$ cat src/rtl/mm_pkg.sv
// Shared types and helpers for the matrix-product stream engine.
package mm_pkg;

  typedef enum logic [1:0] {
    IDLE = 2'd0,
    MAC  = 2'd1,
    EMIT = 2'd2,
    DONE = 2'd3
  } state_t;

  // Result width the engine is normally built with, and its signed limits.
  // These are what a consumer of the default build should expect.
  localparam int DEF_OUT_DATA_WIDTH = 20;
  localparam int DEF_SAT_MAX        = (1 << (DEF_OUT_DATA_WIDTH - 1)) - 1;
  localparam int DEF_SAT_MIN        = -(1 << (DEF_OUT_DATA_WIDTH - 1));

  // Accumulator wide enough for N full-width signed products, N < 2**dim_w.
  function automatic int acc_width(input int data_w, input int dim_w);
    return 2 * data_w + dim_w;
  endfunction

endpackage

$ cat src/rtl/mm_stream_engine_sat_convert.sv
// Combinational wide-to-narrow signed converter: wraps or saturates and flags
// any value that does not fit in OUT_W bits.
module mm_sat_convert #(
  parameter int IN_W  = 19,
  parameter int OUT_W = 20
) (
  input  logic signed [IN_W-1:0]  in_val,
  input  logic                    sat_mode,
  output logic signed [OUT_W-1:0] out_val,
  output logic                    ovf
);

  // One guard bit beyond the wider side keeps the range check uniform whether
  // the input is narrower or wider than the output.
  localparam int EXT_W = ((IN_W > OUT_W) ? IN_W : OUT_W) + 1;

  logic signed [EXT_W-1:0] ext;
  logic [EXT_W-OUT_W:0]    top;
  logic                    fits;

  assign ext  = {{(EXT_W - IN_W){in_val[IN_W-1]}}, in_val};
  assign top  = ext[EXT_W-1:OUT_W-1];
  assign fits = (&top) | (~|top);

  // Pick truncated value, or the signed limit when saturating an overflow.
  always_comb begin
    ovf     = ~fits;
    out_val = ext[OUT_W-1:0];
    if (!fits && sat_mode) begin
      out_val = ext[EXT_W-1] ? {1'b1, {(OUT_W-1){1'b0}}}
                             : {1'b0, {(OUT_W-1){1'b1}}};
    end
  end

endmodule

$ cat src/rtl/mm_stream_engine.sv
// Matrix-product stream engine: holds A and B (NxN, signed), computes
// C = A(MxK) * B(KxP) with one MAC per cycle and streams C row-major.
//
//   state | meaning
//   ------+---------------------------------------------------------
//   IDLE  | operands writable, waiting for start
//   MAC   | accumulating A[row][k] * B[k][col], one k per cycle
//   EMIT  | presenting C[row][col]; held until out_ready
//   DONE  | one-cycle done pulse, then back to IDLE
module mm_stream_engine
  import mm_pkg::*;
#(
  parameter int DATA_WIDTH     = 8,
  parameter int N              = 4,
  parameter int OUT_DATA_WIDTH = 20,
  parameter int IDX_W          = $clog2(N),
  parameter int DIM_W          = $clog2(N + 1)
) (
  input  logic                      clk,
  input  logic                      reset,
  input  logic                      wr_enable,
  input  logic                      is_first_mat,
  input  logic [IDX_W-1:0]          i,
  input  logic [IDX_W-1:0]          j,
  input  logic [DATA_WIDTH-1:0]     in_data,
  input  logic [DIM_W-1:0]          dim_m,
  input  logic [DIM_W-1:0]          dim_k,
  input  logic [DIM_W-1:0]          dim_p,
  input  logic                      sat_mode,
  input  logic                      start,
  output logic                      busy,
  output logic                      cfg_err,
  output logic                      out_valid,
  input  logic                      out_ready,
  output logic [IDX_W-1:0]          out_row,
  output logic [IDX_W-1:0]          out_col,
  output logic [OUT_DATA_WIDTH-1:0] out_data,
  output logic                      ovf,
  output logic                      done
);

  localparam int ACC_W  = acc_width(DATA_WIDTH, DIM_W);
  localparam int PROD_W = 2 * DATA_WIDTH;

  state_t state_q, state_d;

  logic signed [DATA_WIDTH-1:0] a_q [N][N];
  logic signed [DATA_WIDTH-1:0] a_d [N][N];
  logic signed [DATA_WIDTH-1:0] b_q [N][N];
  logic signed [DATA_WIDTH-1:0] b_d [N][N];

  logic [IDX_W-1:0] row_q, row_d, col_q, col_d, k_q, k_d;
  logic [DIM_W-1:0] dim_m_q, dim_m_d, dim_k_q, dim_k_d, dim_p_q, dim_p_d;
  logic             sat_q, sat_d, ovf_q, ovf_d, cfg_err_q, cfg_err_d;
  logic signed [ACC_W-1:0] acc_q, acc_d;

  logic signed [PROD_W-1:0]         prod;
  logic signed [OUT_DATA_WIDTH-1:0] conv_data;
  logic                             conv_ovf;
  logic                             dims_ok, wr_ok;
  logic                             last_k, last_col, last_row;

  assign dims_ok = (dim_m != '0) && (32'(dim_m) <= N) &&
                   (dim_k != '0) && (32'(dim_k) <= N) &&
                   (dim_p != '0) && (32'(dim_p) <= N);

  assign wr_ok = wr_enable && (state_q == IDLE) && (32'(i) < N) && (32'(j) < N);

  assign last_k   = (DIM_W'(k_q)   == dim_k_q - DIM_W'(1));
  assign last_col = (DIM_W'(col_q) == dim_p_q - DIM_W'(1));
  assign last_row = (DIM_W'(row_q) == dim_m_q - DIM_W'(1));

  assign prod = a_q[row_q][k_q] * b_q[k_q][col_q];

  mm_sat_convert #(
    .IN_W  (ACC_W),
    .OUT_W (OUT_DATA_WIDTH)
  ) u_conv (
    .in_val   (acc_q),
    .sat_mode (sat_q),
    .out_val  (conv_data),
    .ovf      (conv_ovf)
  );

  // Operand writes, accepted only while idle so a running job sees frozen data.
  always_comb begin
    a_d = a_q;
    b_d = b_q;
    if (wr_ok) begin
      if (is_first_mat) a_d[i][j] = in_data;
      else              b_d[i][j] = in_data;
    end
  end

  // Next-state, counters and accumulator.
  always_comb begin
    state_d   = state_q;
    row_d     = row_q;
    col_d     = col_q;
    k_d       = k_q;
    dim_m_d   = dim_m_q;
    dim_k_d   = dim_k_q;
    dim_p_d   = dim_p_q;
    sat_d     = sat_q;
    ovf_d     = ovf_q;
    acc_d     = acc_q;
    cfg_err_d = 1'b0;
    case (state_q)
      IDLE: begin
        if (start) begin
          if (dims_ok) begin
            dim_m_d = dim_m;
            dim_k_d = dim_k;
            dim_p_d = dim_p;
            sat_d   = sat_mode;
            ovf_d   = 1'b0;
            acc_d   = '0;
            row_d   = '0;
            col_d   = '0;
            k_d     = '0;
            state_d = MAC;
          end else begin
            cfg_err_d = 1'b1;
          end
        end
      end
      MAC: begin
        acc_d = acc_q + ACC_W'(prod);
        if (last_k) state_d = EMIT;
        else        k_d     = k_q + IDX_W'(1);
      end
      EMIT: begin
        if (conv_ovf) ovf_d = 1'b1;
        if (out_ready) begin
          acc_d = '0;
          k_d   = '0;
          if (last_col) begin
            col_d = '0;
            if (last_row) begin
              row_d   = '0;
              state_d = DONE;
            end else begin
              row_d   = row_q + IDX_W'(1);
              state_d = MAC;
            end
          end else begin
            col_d   = col_q + IDX_W'(1);
            state_d = MAC;
          end
        end
      end
      DONE: begin
        state_d = IDLE;
      end
      default: begin
        state_d = IDLE;
      end
    endcase
  end

  // State and datapath registers; reset aborts any job and clears operands.
  always_ff @(posedge clk or posedge reset) begin
    if (reset) begin
      state_q   <= IDLE;
      a_q       <= '{default: '0};
      b_q       <= '{default: '0};
      row_q     <= '0;
      col_q     <= '0;
      k_q       <= '0;
      dim_m_q   <= '0;
      dim_k_q   <= '0;
      dim_p_q   <= '0;
      sat_q     <= 1'b0;
      ovf_q     <= 1'b0;
      acc_q     <= '0;
      cfg_err_q <= 1'b0;
    end else begin
      state_q   <= state_d;
      a_q       <= a_d;
      b_q       <= b_d;
      row_q     <= row_d;
      col_q     <= col_d;
      k_q       <= k_d;
      dim_m_q   <= dim_m_d;
      dim_k_q   <= dim_k_d;
      dim_p_q   <= dim_p_d;
      sat_q     <= sat_d;
      ovf_q     <= ovf_d;
      acc_q     <= acc_d;
      cfg_err_q <= cfg_err_d;
    end
  end

  assign busy      = (state_q != IDLE);
  assign done      = (state_q == DONE);
  assign out_valid = (state_q == EMIT);
  assign out_row   = out_valid ? row_q : '0;
  assign out_col   = out_valid ? col_q : '0;
  assign out_data  = out_valid ? conv_data : '0;
  assign ovf       = ovf_q;
  assign cfg_err   = cfg_err_q;

endmodule

$ cat config.mk
export PLATFORM = sky130hd
export DESIGN_NAME = mm_stream_engine
export DESIGN_NICKNAME = d
export VERILOG_FILES = /design/src/rtl/mm_pkg.sv /design/src/rtl/mm_stream_engine_sat_convert.sv /design/src/rtl/mm_stream_engine.sv
export SDC_FILE = /design/constraint.sdc
export NUM_CORES = 1
export LEC_CHECK = 0
export ABC_AREA = 1
export CAP_MARGIN = 20
export CORE_ASPECT_RATIO = 1.5
export CORE_MARGIN = 3
export CORE_UTILIZATION = 25
export DETAILED_ROUTE_END_ITERATION = 12
export PLACE_DENSITY = 0.38
export SYNTH_ARGS = -nofsm -noshare
export SYNTH_HDL_FRONTEND = slang
export SYNTH_HIERARCHICAL = 1
export SYNTH_SLANG_ARGS = --single-unit
$ cat constraint.sdc
create_clock -name clk -period 12.6 [get_ports clk]
set_input_delay 3.15 -clock clk [delete_from_list [all_inputs] [get_ports clk]]
set_output_delay 3.15 -clock clk [all_outputs]
set_load 0.02 [all_outputs]
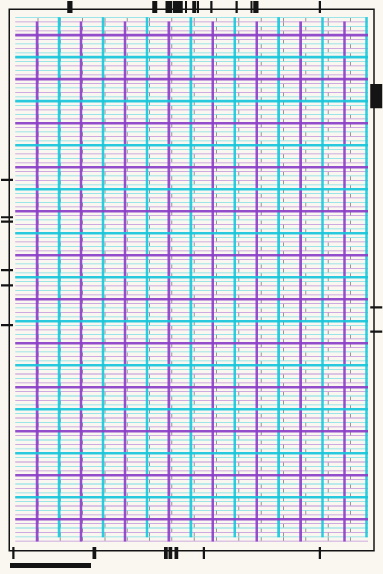
Figure 1: PDN straps and rails.
Bar = 50 um. Pins as bars on the die edge. Tap cells in gray.
| color | net |
|---|---|
| purple | VSS |
| cyan | VDD |
signal pins: 57
met4 straps: 16
met1 rails: 120
rows: 119
tap cells: 907

==> run_results.csv <==
group,metric,value,unit
status,run_status,"completed",
clocking,clockBufferDepth,3,
die,initial_utilization,25.4,%
sta,hold_viol,0,
critical_path,cp_num_buf_inv,3,
sta,slew_viol_final,0,
detailed_routing,vias_per_cell,4.42,
clocking,cts_tree,"done",
final_layout,final_core_utilization,28.9,%
sta,max_freq,140,MHz
logic_synthesis,syn-num-nets,2132,
final_layout,stdcell_area,0.0204,sq mm
critical_path,slowest_delay,0.59,ns
detailed_routing,drc_errors,0,
grt,grt_pass1_wl,82400,um
critical_path,worstReg2RegStart,"row_q[0]",
place,hpwl,36200,um
critical_path,path_delay_family,"adder cells",
clocking,cts_made_buffers,35,
place,dp.cells,2851,
flow_run,drv_cap,0,
critical_path,worstSetupStartpoint,"row_q[0]",
detailed_routing,routed_wl,51900,um
clocking,cts_resized,0,
final_layout,drive_above_1_share,15.0,%
clocking,post_cts_buffers,0,
place,pre_cts_slack,5.37,ns
detailed_routing,route.met3.wl,1260,um
critical_path,reg2regPathDepth,22,
die,ioPinCount,57,
critical_path,end_kind,"flip-flop",
clocking,clock-sinks,294,
sta,timing.hold.ws,0.486,ns
clocking,insertion_delay,0.55,ns
die,coreArea,0.0706,sq mm
place,globalplace.congestion,0.773,
worst_hold_path,whs_path_depth,2,
grt,antenna_found_initial,0,
die,die_h,334,um
critical_path,path_max_fanout,57,
clocking,cts_hold_buf,0,
grt,grt_max_degree,165,
sta,tightest_slew,0.995,ns
sta,rsz0062_at_grt,"false",
detailed_routing,drtPass1Iterations,5,
final_layout,stdcell_count,2918,
final_layout,final_common_cell,"nand2_1",
critical_path,r2r-end,"acc_q[18]",
pwr,p_leak,10.1,nW
grt,grt-ovfl-total,0,
sta,setup_viol,0,
detailed_routing,met1_length,21500,um
critical_path,worstPathRequired,13.03,ns
critical_path,cp_cell_sequence,"buf_4 > buf_4 > o211ai_1 > nand3_1 > nand2_1 > o21ai_1 > nand2_1 > inv_1 > fa_1 > fa_1 > fa_1 > fa_1 > ha_1 > ha_1 > nand2_1 > nor2_1 > and2_1 > nand2_1 > nand2_1 > nand3_1 > nand3_1 > nand2_1",
pwr,power.density,281,mW/mm^2
sta,worst_slack,5.46,ns
sta,timing.slew.headroom,33.4,%
detailed_routing,via_count,12900,
critical_path,slowest_stage,"buf_4",
final_layout,lay_top_cells,"nand2_1, dfrtp_1, inv_1, o21ai_0, mux2_2",
critical_path,crit_arrival,7.57,ns
critical_path,cp.depth,22,
grt,grt_usage,14.2,%
worst_hold_path,hp-class,"flip-flop to flip-flop",
die,die_area,0.0749,sq mm
critical_path,worstSetupEndpoint,"acc_q[18]",
critical_path,path_class,"flip-flop to flip-flop",
sta,fin_skew,0.0223,ns
pwr,power,5.73,mW
sta,finalCritPeriodShare,56.6,%
critical_path,cpMostUsedCell,"nand2_1",
place,dpl_cell_area,0.0192,sq mm
sta,period_minus_slack,7.14,ns
final_layout,nets,2144,
clocking,cts-root-buf,"clkbuf_16",
detailed_routing,wire_per_inst,17.8,um
critical_path,crit_path_start_kind,"flip-flop",
worst_hold_path,hold_path_end,"dim_k_q[1]",
detailed_routing,drtAntennaViolNets,0,
grt,grtUsageMet1,16.9,%
logic_synthesis,yosysWarnings,6,
logic_synthesis,synth.avg_cell_area,9.08,sq um
logic_synthesis,synth_area,0.0179,sq mm
grt,met2_usage,26.1,%
clocking,clk_pin_slew,0.06,ns
worst_hold_path,holdCritStartpoint,"dim_k_q[1]",
pwr,vdd_ir_drop_max,164,uV
sta,finalSetupTns,0,ns
critical_path,reg2reg_slack,5.46,ns
flow_run,warnings,35,
detailed_routing,top_layer,"met4",
detailed_routing,dr_wl_met2,27200,um
die,die_w,225,um
detailed_routing,drt_iter0_drc,795,
place,io_buffer_count,55,
die,rows,119,
final_layout,syn2layout_area_growth,13.9,%
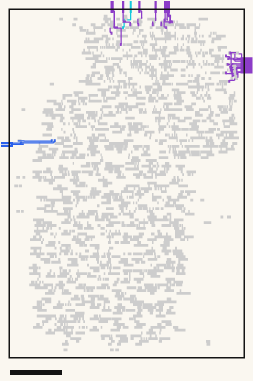
Figure 2: I/O nets highlighted.
Bar = 50 um.
| color | port | bits | direction | edge | end cells | wire |
|---|---|---|---|---|---|---|
| cyan | done | 1 | output | north | 1 | 21.1 um |
| blue | out_row | 2 | output | west | 2 | 93.9 um |
| purple | out_data | 20 | output | 11 east, 9 north | 20 | 356 um |

==> cell type report <==
| class | count | area (sq um) |
|---|---|---|
| Inverter | 287 | 1080 |
| Multi-Input combinational cell | 1285 | 8920 |
| Timing Repair Buffer | 82 | 769 |
| Sequential cell | 294 | 7360 |
| Fill cell | 7539 | 50200 |
| Tap cell | 907 | 1130 |
| Clock inverter | 7 | 58.8 |
| Antenna cell | 2 | 5.00 |
| Clock buffer | 54 | 1070 |
==> power breakdown <==
part	internal, mW	total (mW)	switching (mW)
registers	1.30	1.47	0.171
clock network	0.586	1.02	0.430
logic	1.21	3.25	2.05
==> registers in the layout, summed over array words and instances, names as in the netlist <==
signal,count
k_q,2
state_q,2
col_q,2
a_q,128
b_q,128
row_q,2
dim_m_q,3
acc_q,19
ovf,1
dim_p_q,3
dim_k_q,3
cfg_err,1
No activity file was given, so power comes from the tool's default toggle rates.
